==> run_1/layer_met1.png <==
The bar under the picture is 20 microns long.
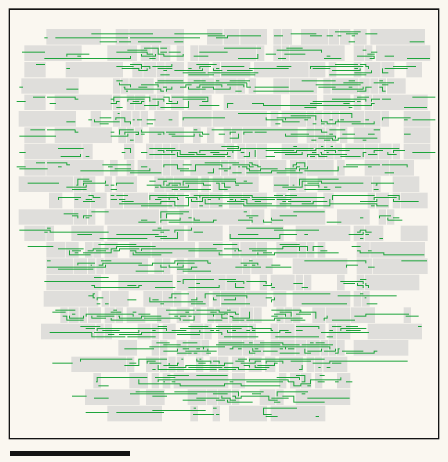
==> run_1/layer_met2.png <==
The bar under the picture is 20 microns long.
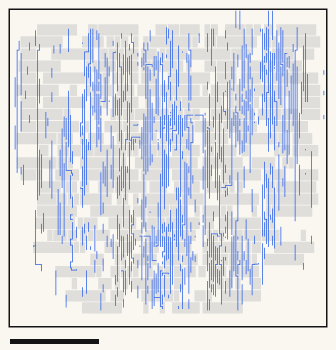
==> run_1/layer_met3.png <==
The bar under the picture is 20 microns long.
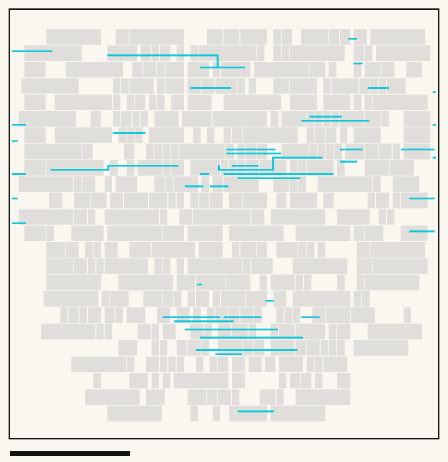
[src/rtl/keypad_pkg.sv]
// Shared definitions for the 4x4 keypad scanner: FSM states, key map,
// default timing parameters and the row-priority helper.
package keypad_pkg;

    localparam int DEFAULT_TICK_COUNT     = 100_000;
    localparam int DEFAULT_DEBOUNCE_SCANS = 4;

    typedef enum logic [1:0] {
        SCAN,
        DEBOUNCE,
        HELD,
        RELEASE
    } state_t;

    // Hex code per key, indexed by {row, col}; entry 0 is row 0 / column 0 ("1").
    localparam logic [15:0][3:0] KEY_MAP = {
        4'hD, 4'hE, 4'hF, 4'h0,
        4'hC, 4'h9, 4'h8, 4'h7,
        4'hB, 4'h6, 4'h5, 4'h4,
        4'hA, 4'h3, 4'h2, 4'h1
    };

    // Rows are active-low; when several are low the lowest index wins.
    function automatic logic [1:0] lowest_low_row(input logic [3:0] rows);
        logic [1:0] idx;
        idx = 2'd0;
        for (int i = 3; i >= 0; i--) begin
            if (!rows[i]) idx = 2'(i);
        end
        return idx;
    endfunction

endpackage

[src/rtl/keypad_keymap.sv]
// Combinational lookup from (row index, column index) to the key's hex code.
module keypad_keymap
    import keypad_pkg::*;
(
    input  logic [1:0] row_idx,
    input  logic [1:0] col_idx,
    output logic [3:0] code
);

    assign code = KEY_MAP[{row_idx, col_idx}];

endmodule

[src/rtl/keypad_scanner.sv]
// 4x4 matrix keypad scanner: walks one active-low column per scan slot,
// debounces presses and releases, and reports the accepted key.
module keypad_scanner
    import keypad_pkg::*;
#(
    parameter int TICK_COUNT     = DEFAULT_TICK_COUNT,
    parameter int DEBOUNCE_SCANS = DEFAULT_DEBOUNCE_SCANS
) (
    input  logic       clock,
    input  logic       reset,
    input  logic [3:0] row,
    output logic [3:0] col,
    output logic [3:0] key_code,
    output logic       key_valid,
    output logic       key_held
);

    localparam int TW = (TICK_COUNT > 1) ? $clog2(TICK_COUNT) : 1;
    localparam int CW = $clog2(DEBOUNCE_SCANS + 1);
    localparam logic [TW-1:0] TICK_LAST = TW'(TICK_COUNT - 1);
    localparam logic [CW-1:0] CNT_LAST  = CW'(DEBOUNCE_SCANS - 1);
    localparam logic [CW-1:0] CNT_MAX   = CW'(DEBOUNCE_SCANS);

    logic [3:0]    row_meta_q, row_meta_d;
    logic [3:0]    row_sync_q, row_sync_d;
    logic [TW-1:0] tick_q, tick_d;
    state_t        state_q, state_d;
    logic [1:0]    col_idx_q, col_idx_d;
    logic [1:0]    cand_row_q, cand_row_d;
    logic [CW-1:0] deb_cnt_q, deb_cnt_d;
    logic [CW-1:0] rel_cnt_q, rel_cnt_d;
    logic [3:0]    key_code_q, key_code_d;
    logic          key_valid_q, key_valid_d;
    logic          key_held_q, key_held_d;

    logic       sample;
    logic       any_low;
    logic [1:0] low_row;
    logic [3:0] map_code;
    logic       accept;
    logic       release_done;

    assign sample  = (tick_q == TICK_LAST);
    assign any_low = ~&row_sync_q;
    assign low_row = lowest_low_row(row_sync_q);

    // Whenever a key is accepted the lowest low row equals the candidate row.
    keypad_keymap u_keymap (
        .row_idx(low_row),
        .col_idx(col_idx_q),
        .code   (map_code)
    );

    always_comb begin
        row_meta_d = row;
        row_sync_d = row_meta_q;
        tick_d     = sample ? '0 : tick_q + TW'(1);
        col        = ~(4'b0001 << col_idx_q);
    end

    always_comb begin
        state_d      = state_q;
        col_idx_d    = col_idx_q;
        cand_row_d   = cand_row_q;
        deb_cnt_d    = deb_cnt_q;
        rel_cnt_d    = rel_cnt_q;
        key_code_d   = key_code_q;
        key_valid_d  = 1'b0;
        key_held_d   = key_held_q;
        accept       = 1'b0;
        release_done = 1'b0;

        if (sample) begin
            unique case (state_q)
                SCAN: begin
                    if (!any_low) begin
                        col_idx_d = col_idx_q + 2'd1;
                    end else begin
                        cand_row_d = low_row;
                        deb_cnt_d  = CW'(1);
                        if (DEBOUNCE_SCANS <= 1) accept  = 1'b1;
                        else                     state_d = DEBOUNCE;
                    end
                end
                DEBOUNCE: begin
                    if (any_low && (low_row == cand_row_q)) begin
                        if (deb_cnt_q != CNT_MAX) deb_cnt_d = deb_cnt_q + CW'(1);
                        if (deb_cnt_q >= CNT_LAST) accept = 1'b1;
                    end else begin
                        deb_cnt_d = '0;
                        state_d   = SCAN;
                        col_idx_d = col_idx_q + 2'd1;
                    end
                end
                HELD: begin
                    if (row_sync_q[cand_row_q]) begin
                        rel_cnt_d = CW'(1);
                        if (DEBOUNCE_SCANS <= 1) release_done = 1'b1;
                        else                     state_d      = RELEASE;
                    end
                end
                RELEASE: begin
                    if (row_sync_q[cand_row_q]) begin
                        if (rel_cnt_q != CNT_MAX) rel_cnt_d = rel_cnt_q + CW'(1);
                        if (rel_cnt_q >= CNT_LAST) release_done = 1'b1;
                    end else begin
                        rel_cnt_d = '0;
                        state_d   = HELD;
                    end
                end
            endcase

            if (accept) begin
                state_d     = HELD;
                deb_cnt_d   = '0;
                key_code_d  = map_code;
                key_valid_d = 1'b1;
                key_held_d  = 1'b1;
            end
            if (release_done) begin
                state_d    = SCAN;
                rel_cnt_d  = '0;
                key_held_d = 1'b0;
                col_idx_d  = col_idx_q + 2'd1;
            end
        end
    end

    // Synchronizer flops reset to the idle (all rows released) level.
    always_ff @(posedge clock or posedge reset) begin
        if (reset) begin
            row_meta_q  <= 4'hF;
            row_sync_q  <= 4'hF;
            tick_q      <= '0;
            state_q     <= SCAN;
            col_idx_q   <= 2'd0;
            cand_row_q  <= 2'd0;
            deb_cnt_q   <= '0;
            rel_cnt_q   <= '0;
            key_code_q  <= 4'h0;
            key_valid_q <= 1'b0;
            key_held_q  <= 1'b0;
        end else begin
            row_meta_q  <= row_meta_d;
            row_sync_q  <= row_sync_d;
            tick_q      <= tick_d;
            state_q     <= state_d;
            col_idx_q   <= col_idx_d;
            cand_row_q  <= cand_row_d;
            deb_cnt_q   <= deb_cnt_d;
            rel_cnt_q   <= rel_cnt_d;
            key_code_q  <= key_code_d;
            key_valid_q <= key_valid_d;
            key_held_q  <= key_held_d;
        end
    end

    assign key_code  = key_code_q;
    assign key_valid = key_valid_q;
    assign key_held  = key_held_q;

endmodule

[config.mk]
export PLATFORM = sky130hd
export DESIGN_NAME = keypad_scanner
export DESIGN_NICKNAME = d
export VERILOG_FILES = /design/src/rtl/keypad_pkg.sv /design/src/rtl/keypad_keymap.sv /design/src/rtl/keypad_scanner.sv
export SDC_FILE = /design/constraint.sdc
export NUM_CORES = 1
export LEC_CHECK = 0
export ABC_AREA = 1
export ABC_CLOCK_PERIOD_IN_PS = 1500
export CORE_UTILIZATION = 53
export CTS_CLUSTER_SIZE = 40
export DETAILED_ROUTE_END_ITERATION = 12
export GPL_ROUTABILITY_DRIVEN = 1
export GPL_TIMING_DRIVEN = 0
export PLACE_DENSITY = 0.75
export SKIP_CTS_REPAIR_TIMING = 1
export SLEW_MARGIN = 20
export SYNTH_ARGS = -nofsm -noshare
export SYNTH_HDL_FRONTEND = slang
export SYNTH_HIERARCHICAL = 1
export SYNTH_SLANG_ARGS = --single-unit
export TNS_END_PERCENT = 50
[constraint.sdc]
create_clock -name clock -period 1.5 [get_ports clock]
set_input_delay 0.375 -clock clock [delete_from_list [all_inputs] [get_ports clock]]
set_output_delay 0.375 -clock clock [all_outputs]
set_load 0.005 [all_outputs]
==> impl_metrics.env, run 1 <==
# yosys + openroad results
export IMPL_drive_above_1_share_pct=34.15
export IMPL_die_x_microns=71.11
export IMPL_setup_worst_path_end="col[0]"
export IMPL_rsz0062_at_grt="true"
export IMPL_dr_pass1_iters=7
export IMPL_startpoint_type="register"
export IMPL_die_area_sq_mm=0.005056
export IMPL_required_ns=1.12
export IMPL_grt_pass1_vias=1971
export IMPL_buffers=35
export IMPL_edf_count=0
export IMPL_buffer_area_share_pct=10.08
export IMPL_antenna_found_initial=0
export IMPL_hpwlAfterDp_mm=3.650
export IMPL_rows=24
export IMPL_finalCriticalPeriod_ns=1.677
export IMPL_hold_violations=0
export IMPL_common_cells="nand2_1 (83), inv_1 (52), dfrtp_1 (35), nor2_1 (30), nand3_1 (20)"
export IMPL_clockBufferDepth=2
export IMPL_p_seq_share_pct=57.6
export IMPL_netlist_area_sq_mm=0.002531
export IMPL_nNetsFinal=389
export IMPL_slew_viol_final=0
export IMPL_crit_path_start="col_idx_q[0]"
export IMPL_grt_overflow_total=0
export IMPL_ys_cells=325
export IMPL_pwr_share_comb_pct=5.4
export IMPL_cts_buffers=5
export IMPL_dp_cells=393
export IMPL_grt_max_degree=31
export IMPL_drv_cap=0
export IMPL_drt_iter0_markers=130
export IMPL_portBuffers=15
export IMPL_most_common_cell="nand2_1"
export IMPL_hold_class="input port to asynchronous set/reset pin"
export IMPL_top_area_cell="dfrtp_1"
export IMPL_p_leak_uw=0.001715
export IMPL_clock_cell_area_share_pct=2.755
export IMPL_dpl_instance_area_sq_mm=0.002769
export IMPL_cts_sink_count=43
export IMPL_max_freq_mhz=596.2
export IMPL_ant_nets=0
export IMPL_seq_area_sq_mm=0.001091
export IMPL_n_tap_cell=52
export IMPL_syn_nets=346
export IMPL_synthArstFlopShare_pct=100.0
export IMPL_final_cell_area_sq_mm=0.003316
export IMPL_layout_top_cells="nand2_1 (65), inv_1 (46), dfrtp_1 (31), nor2_1 (20), nand2_2 (19)"
export IMPL_routed_via_density=5.387
export IMPL_inverters=60
export IMPL_root_buffer="clkbuf_8"
export IMPL_violations="setup timing"
export IMPL_synthTopCellsByArea="dfrtp_1 (35%), nand2_1 (12%), dfstp_2 (8.3%)"
export IMPL_reg2reg_from="rel_cnt_q[1]"
export IMPL_logic_gate_count=223
export IMPL_place_gp_congestion=0.9612
export IMPL_arrival_ns=1.30
export IMPL_crit_fanout=2
export IMPL_netSwitchingPower_uw=470.9
export IMPL_area_growth_pct=30.99
export IMPL_die_size_y_microns=71.11
export IMPL_power_internal_uw=1587
export IMPL_htree_levels=2
export IMPL_sh_seq_area_pct=32.91
export IMPL_flop_cell="dfrtp_1"
export IMPL_tightest_slew_ns=0.3343
export IMPL_hold_slack_ns=0.3305
export IMPL_tool_warnings=37
export IMPL_dp_worst_setup_slack_ns=-0.2408
export IMPL_grt_pass1_wl_mm=8.376
export IMPL_antenna_cells=0
export IMPL_largestClassByArea="combinational gates"
export IMPL_coreArea_sq_mm=0.004474
export IMPL_drc=0
export IMPL_r2r_end="state_q[0]"
export IMPL_powerDensity_mw_per_mm2=620.6
export IMPL_finalClockSkew_ns=0.01023
export IMPL_avgSynthCellArea_sq_um=7.788
export IMPL_yosys_stat_seqShare_pct=42.91
export IMPL_top_cell_area_share_pct=34.60
export IMPL_finalNonFillerCells=421
export IMPL_cts_tree="done"
export IMPL_nClkBuffers=7
export IMPL_final_core_util_pct=74.11
export IMPL_sh_comb_area_pct=45.21
export IMPL_initial_core_util_pct=56.57
export IMPL_io_pin_count=16
export IMPL_pwr_share_clk_pct=37.0
export IMPL_slew_headroom_pct=77.54
export IMPL_yosys_area_sq_mm=0.002531
export IMPL_status="finished with violations"
export IMPL_n_fill_cell=326
export IMPL_fin_crit_sh_pct=111.8
export IMPL_wl_per_cell_microns=13.70
export IMPL_finalSetupTns_ns=-2.579
export IMPL_yosys_warnings=6
export IMPL_critical_path_class="register to output port"
export IMPL_syn_inst=325
export IMPL_rr_worst_depth=12
export IMPL_flop_count=43
export IMPL_logic_area_sq_mm=0.001499
export IMPL_path_clk_slew_ns=0.08
export IMPL_clk_latency_ns=0.30
export IMPL_cp_end_kind="output port"
export IMPL_mostFrequentLayoutCell="nand2_1"
export IMPL_totalPowerFinal_uw=2058
export IMPL_synth_distinct_cells=28
export IMPL_track_usage_pct=21.28
export IMPL_ys_ff=43
export IMPL_rrSetupSlack_ns=-0.16
export IMPL_switching_share_pct=22.89
export IMPL_setup_viol=27
export IMPL_finalWorstSetupSlack_ns=-0.1774
export IMPL_ir_drop_mv=0.5996
-- layer_met1.png (at the start) --
nets with wire on the layer: 353
longest straight run: 21.6 microns
wire length on this layer: 2510 microns
share of all routed wire: 44%
met1 Use GR: 28.23%
DR vias: 2268
drt total wl: 5.769 mm

-- layer_met2.png (at the start) --
main direction: vertical
nets with wire on the layer: 331
met2 usage: 35.58%

-- layer_met3.png (at the start) --
main direction: horizontal
wire length on this layer: 278 microns
share of all routed wire: 4.8%
met3 GRT Util: 3.846%

==> run 1: logic make-up after synthesis <==
logic type / count (synthesis) / synth area share (%)
xor+xnor: 8 / 2.768
buf+inv: 60 / 9.095
flops: 43 / 42.91
compound gates: 23 / 4.795
simple gates: 176 / 33.02
fa+ha+maj: 15 / 7.415
==> run 1: metal layers <==
layer	vias to the layer above	wire [microns]	global-route usage, %
li1	1107	-	-
met1	1084	2512	28.23
met2	65	2860	35.58
met3	12	278	3.846
met4	0	117	6.667
met5	-	0	0
==> run 1: power groups by stage <==
stage / logic, uW / registers, uW / clock network, uW
floorplan: 61.1 / 1210 / 0
global placement: 86.6 / 1210 / 0
detailed placement: 95.8 / 1210 / 0
CTS: 95.9 / 1180 / 784
global route: 124 / 1190 / 825
finish: 111 / 1190 / 760
==> run 1: registers in the layout, indices dropped and copies added, names as in the netlist <==
signal      cells
row_sync_q      4
key_valid       1
col_idx_q       2
row_meta_q      4
state_q         2
key_code        4
cand_row_q      2
rel_cnt_q       3
deb_cnt_q       3
key_held        1
tick_q         17
==> run 1: worst min-delay path by stage <==
stage          slack, ns       endpoint
6_report            0.33  cand_row_q[1]
5_1_grt             0.36  row_sync_q[2]
4_1_cts             0.34  cand_row_q[1]
3_5_place_dp        0.35  row_sync_q[0]
3_3_place_gp        0.35  row_sync_q[0]
2_1_floorplan       0.35  row_sync_q[0]
==> run 1: worst max-delay path, stage by stage (launching register included) <==
cell and delay (ns):
dfrtp_2 0.43, buf_6 0.13, inv_2 0.05, buf_4 0.12, ha_4 0.12, inv_1 0.03, dlymetal6s2s_1 0.13
## Run 2: what changed since run 1
--- a/config.mk
+++ b/config.mk
@@ -11,7 +11,8 @@
 export CTS_CLUSTER_SIZE = 40
 export DETAILED_ROUTE_END_ITERATION = 12
 export GPL_ROUTABILITY_DRIVEN = 1
-export GPL_TIMING_DRIVEN = 0
+export GPL_TIMING_DRIVEN = 1
+export HOLD_SLACK_MARGIN = 0.15
 export PLACE_DENSITY = 0.75
 export SKIP_CTS_REPAIR_TIMING = 1
 export SLEW_MARGIN = 20
==> run_2/layer_met3.png <==
The bar under the picture is 20 microns long.
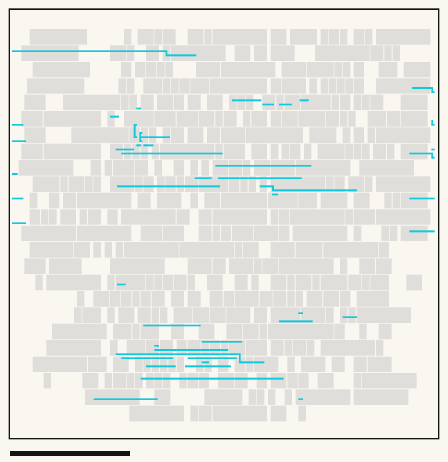
longest straight run: 25.5 microns
share of all routed wire: 4.5%
nets with wire on the layer: 35
wire length on this layer: 289 microns
drt total wl: 6.454 mm
DR vias: 2394
met3 GRT Util: 4.416%

==> run 2 against run 1 <==
  * The run ends with DRC, setup timing left
  * Synthesized area unchanged
  * Sequential share of layout area decreased by 2.0 points
  * Combinational power increased by 4%
  * Synthesized cell count is the same
  * Clock power grew 27%
  * Sequential power about the same
  * Register-to-register slack worse by 0.03 ns
  * Via count increased by 5.6%
  * Worst setup slack worse by 0.011 ns
  * Count of clock-buffer cells in the layout fell by 1
  * Clock skew is 0.0055 ns higher
  * Critical endpoint is now deb_cnt_q[2]
  * Largest power group unchanged
  * Highest routed layer unchanged
==> impl_metrics.env, run 2 <==
# yosys + openroad results
export IMPL_rsz0062_at_grt="true"
export IMPL_grt_pass1_wl_mm=9.922
export IMPL_ir_drop_mv=0.5677
export IMPL_n_fill_cell=289
export IMPL_setup_viol=27
export IMPL_dr_pass1_iters=9
export IMPL_ys_cells=325
export IMPL_dpl_instance_area_sq_mm=0.003047
export IMPL_antenna_cells=0
export IMPL_syn_nets=346
export IMPL_track_usage_pct=25.22
export IMPL_synthTopCellsByArea="dfrtp_1 (35%), nand2_1 (12%), dfstp_2 (8.3%)"
export IMPL_edf_count=0
export IMPL_final_core_util_pct=78.64
export IMPL_slew_headroom_pct=76.68
export IMPL_critical_path_class="register to register"
export IMPL_cts_sink_count=43
export IMPL_setup_worst_path_end="deb_cnt_q[2]"
export IMPL_crit_fanout=6
export IMPL_required_ns=1.73
export IMPL_rr_worst_depth=9
export IMPL_slew_viol_final=0
export IMPL_grt_overflow_total=0
export IMPL_portBuffers=15
export IMPL_drt_iter0_markers=148
export IMPL_final_cell_area_sq_mm=0.003518
export IMPL_flop_cell="dfrtp_1"
export IMPL_antenna_found_initial=0
export IMPL_ant_nets=0
export IMPL_finalClockSkew_ns=0.01574
export IMPL_yosys_area_sq_mm=0.002531
export IMPL_root_buffer="clkbuf_8"
export IMPL_top_cell_area_share_pct=34.60
export IMPL_rrSetupSlack_ns=-0.19
export IMPL_htree_levels=2
export IMPL_die_size_y_microns=71.11
export IMPL_hold_slack_ns=0.3606
export IMPL_finalNonFillerCells=452
export IMPL_status="finished with violations"
export IMPL_totalPowerFinal_uw=2266
export IMPL_max_freq_mhz=592.3
export IMPL_drive_above_1_share_pct=38.25
export IMPL_dp_worst_setup_slack_ns=-0.1748
export IMPL_largest_reg_flops=17
export IMPL_cp_end_kind="register"
export IMPL_top_area_cell="dfrtp_1"
export IMPL_r2r_end="deb_cnt_q[2]"
export IMPL_finalCriticalPeriod_ns=1.688
export IMPL_reg2reg_from="tick_q[1]"
export IMPL_wl_per_cell_microns=14.28
export IMPL_cts_buffers=5
export IMPL_clockBufferDepth=2
export IMPL_drv_cap=0
export IMPL_yosys_stat_seqShare_pct=42.91
export IMPL_io_pin_count=16
export IMPL_ys_ff=43
export IMPL_syn_inst=325
export IMPL_finalWorstSetupSlack_ns=-0.1883
export IMPL_layout_top_cells="nand2_1 (66), inv_1 (46), buf_4 (44), dfrtp_1 (33), nand2_2 (22)"
export IMPL_most_common_cell="nand2_1"
export IMPL_common_cells="nand2_1 (83), inv_1 (52), dfrtp_1 (35), nor2_1 (30), nand3_1 (20)"
export IMPL_powerDensity_mw_per_mm2=644.1
export IMPL_die_area_sq_mm=0.005056
export IMPL_routed_via_density=5.296
export IMPL_violations="DRC, setup timing"
export IMPL_tightest_slew_ns=0.3485
export IMPL_nNetsFinal=420
export IMPL_grt_pass1_vias=2302
export IMPL_initial_core_util_pct=56.57
export IMPL_path_clk_slew_ns=0.08
export IMPL_tool_warnings=37
export IMPL_clk_latency_ns=0.32
export IMPL_yosys_warnings=6
export IMPL_netlist_area_sq_mm=0.002531
export IMPL_rows=24
export IMPL_p_leak_uw=0.001824
export IMPL_coreArea_sq_mm=0.004474
export IMPL_fin_crit_sh_pct=112.6
export IMPL_drc=3
export IMPL_startpoint_type="register"
export IMPL_hpwlAfterDp_mm=4.202
export IMPL_crit_path_start="tick_q[1]"
export IMPL_avgSynthCellArea_sq_um=7.788
export IMPL_dp_cells=430
export IMPL_hold_violations=0
export IMPL_hold_class="register to register"
export IMPL_mostFrequentLayoutCell="nand2_1"
export IMPL_min_path_cells=0
export IMPL_area_growth_pct=39.00
export IMPL_cts_tree="done"
export IMPL_finalSetupTns_ns=-2.342
export IMPL_arrival_ns=1.92
export IMPL_place_gp_congestion=0.9297
export IMPL_grt_max_degree=44
export IMPL_synth_distinct_cells=28
export IMPL_synthArstFlopShare_pct=100.0
export IMPL_regMostFlops="tick_q"
export IMPL_die_x_microns=71.11
-- run 2: worst min path at each step --
stage	startpoint	slack, ns	endpoint
2_1_floorplan	row_meta_q[0]	0.35	row_sync_q[0]
3_3_place_gp	row_meta_q[0]	0.35	row_sync_q[0]
3_5_place_dp	row_meta_q[0]	0.35	row_sync_q[0]
4_1_cts	row_meta_q[0]	0.36	row_sync_q[0]
5_1_grt	row_meta_q[0]	0.37	row_sync_q[0]
6_report	row_meta_q[0]	0.36	row_sync_q[0]
-- run 2: cell type report --
cell class	count	area, sq um	share of cell area, %
Clock buffer	6	82.58	2.347
Clock inverter	2	35.03	0.9957
Inverter	60	236.5	6.721
Multi-Input combinational cell	223	1448	41.15
Sequential cell	43	1089	30.94
Tap cell	52	65.06	1.849
Timing Repair Buffer	66	563.0	16.00
-- run 2: routing by layer --
layer,track usage (%),share of wire (%),vias to the layer above
met2,44.44,50,66
li1,-,-,1167
met4,10.00,2.4,0
met3,4.416,4.5,18
met5,0,0,-
met1,30.72,43,1143
-- run 2: cells by family (layout without fill, tap and decap cells) --
kind of cell	Yosys count	in the layout	share of synthesized area (%)
simple gates	176	177	33.02
compound gates	23	23	4.795
xor+xnor	8	8	2.768
buf+inv	60	134	9.095
flops	43	43	42.91
fa+ha+maj	15	15	7.415
-- run 2: critical path, cell delays in order, from the launching register on --
cell and delay [ns]:
dfrtp_1 0.37, ha_2 0.20, nand2_2 0.07, nor2_4 0.17, nand2_4 0.12, clkinvlp_4 0.12, nand3_4 0.13, nor2_4 0.18
nand3_1 0.10, o21ai_1 0.15
-- run 2: report_power, final --
part           switching [uW]  internal, uW
Combinational            70.4          44.2
Sequential               7.41          1180
Clock                     427           539
Power is estimated from default activity; no workload was simulated.
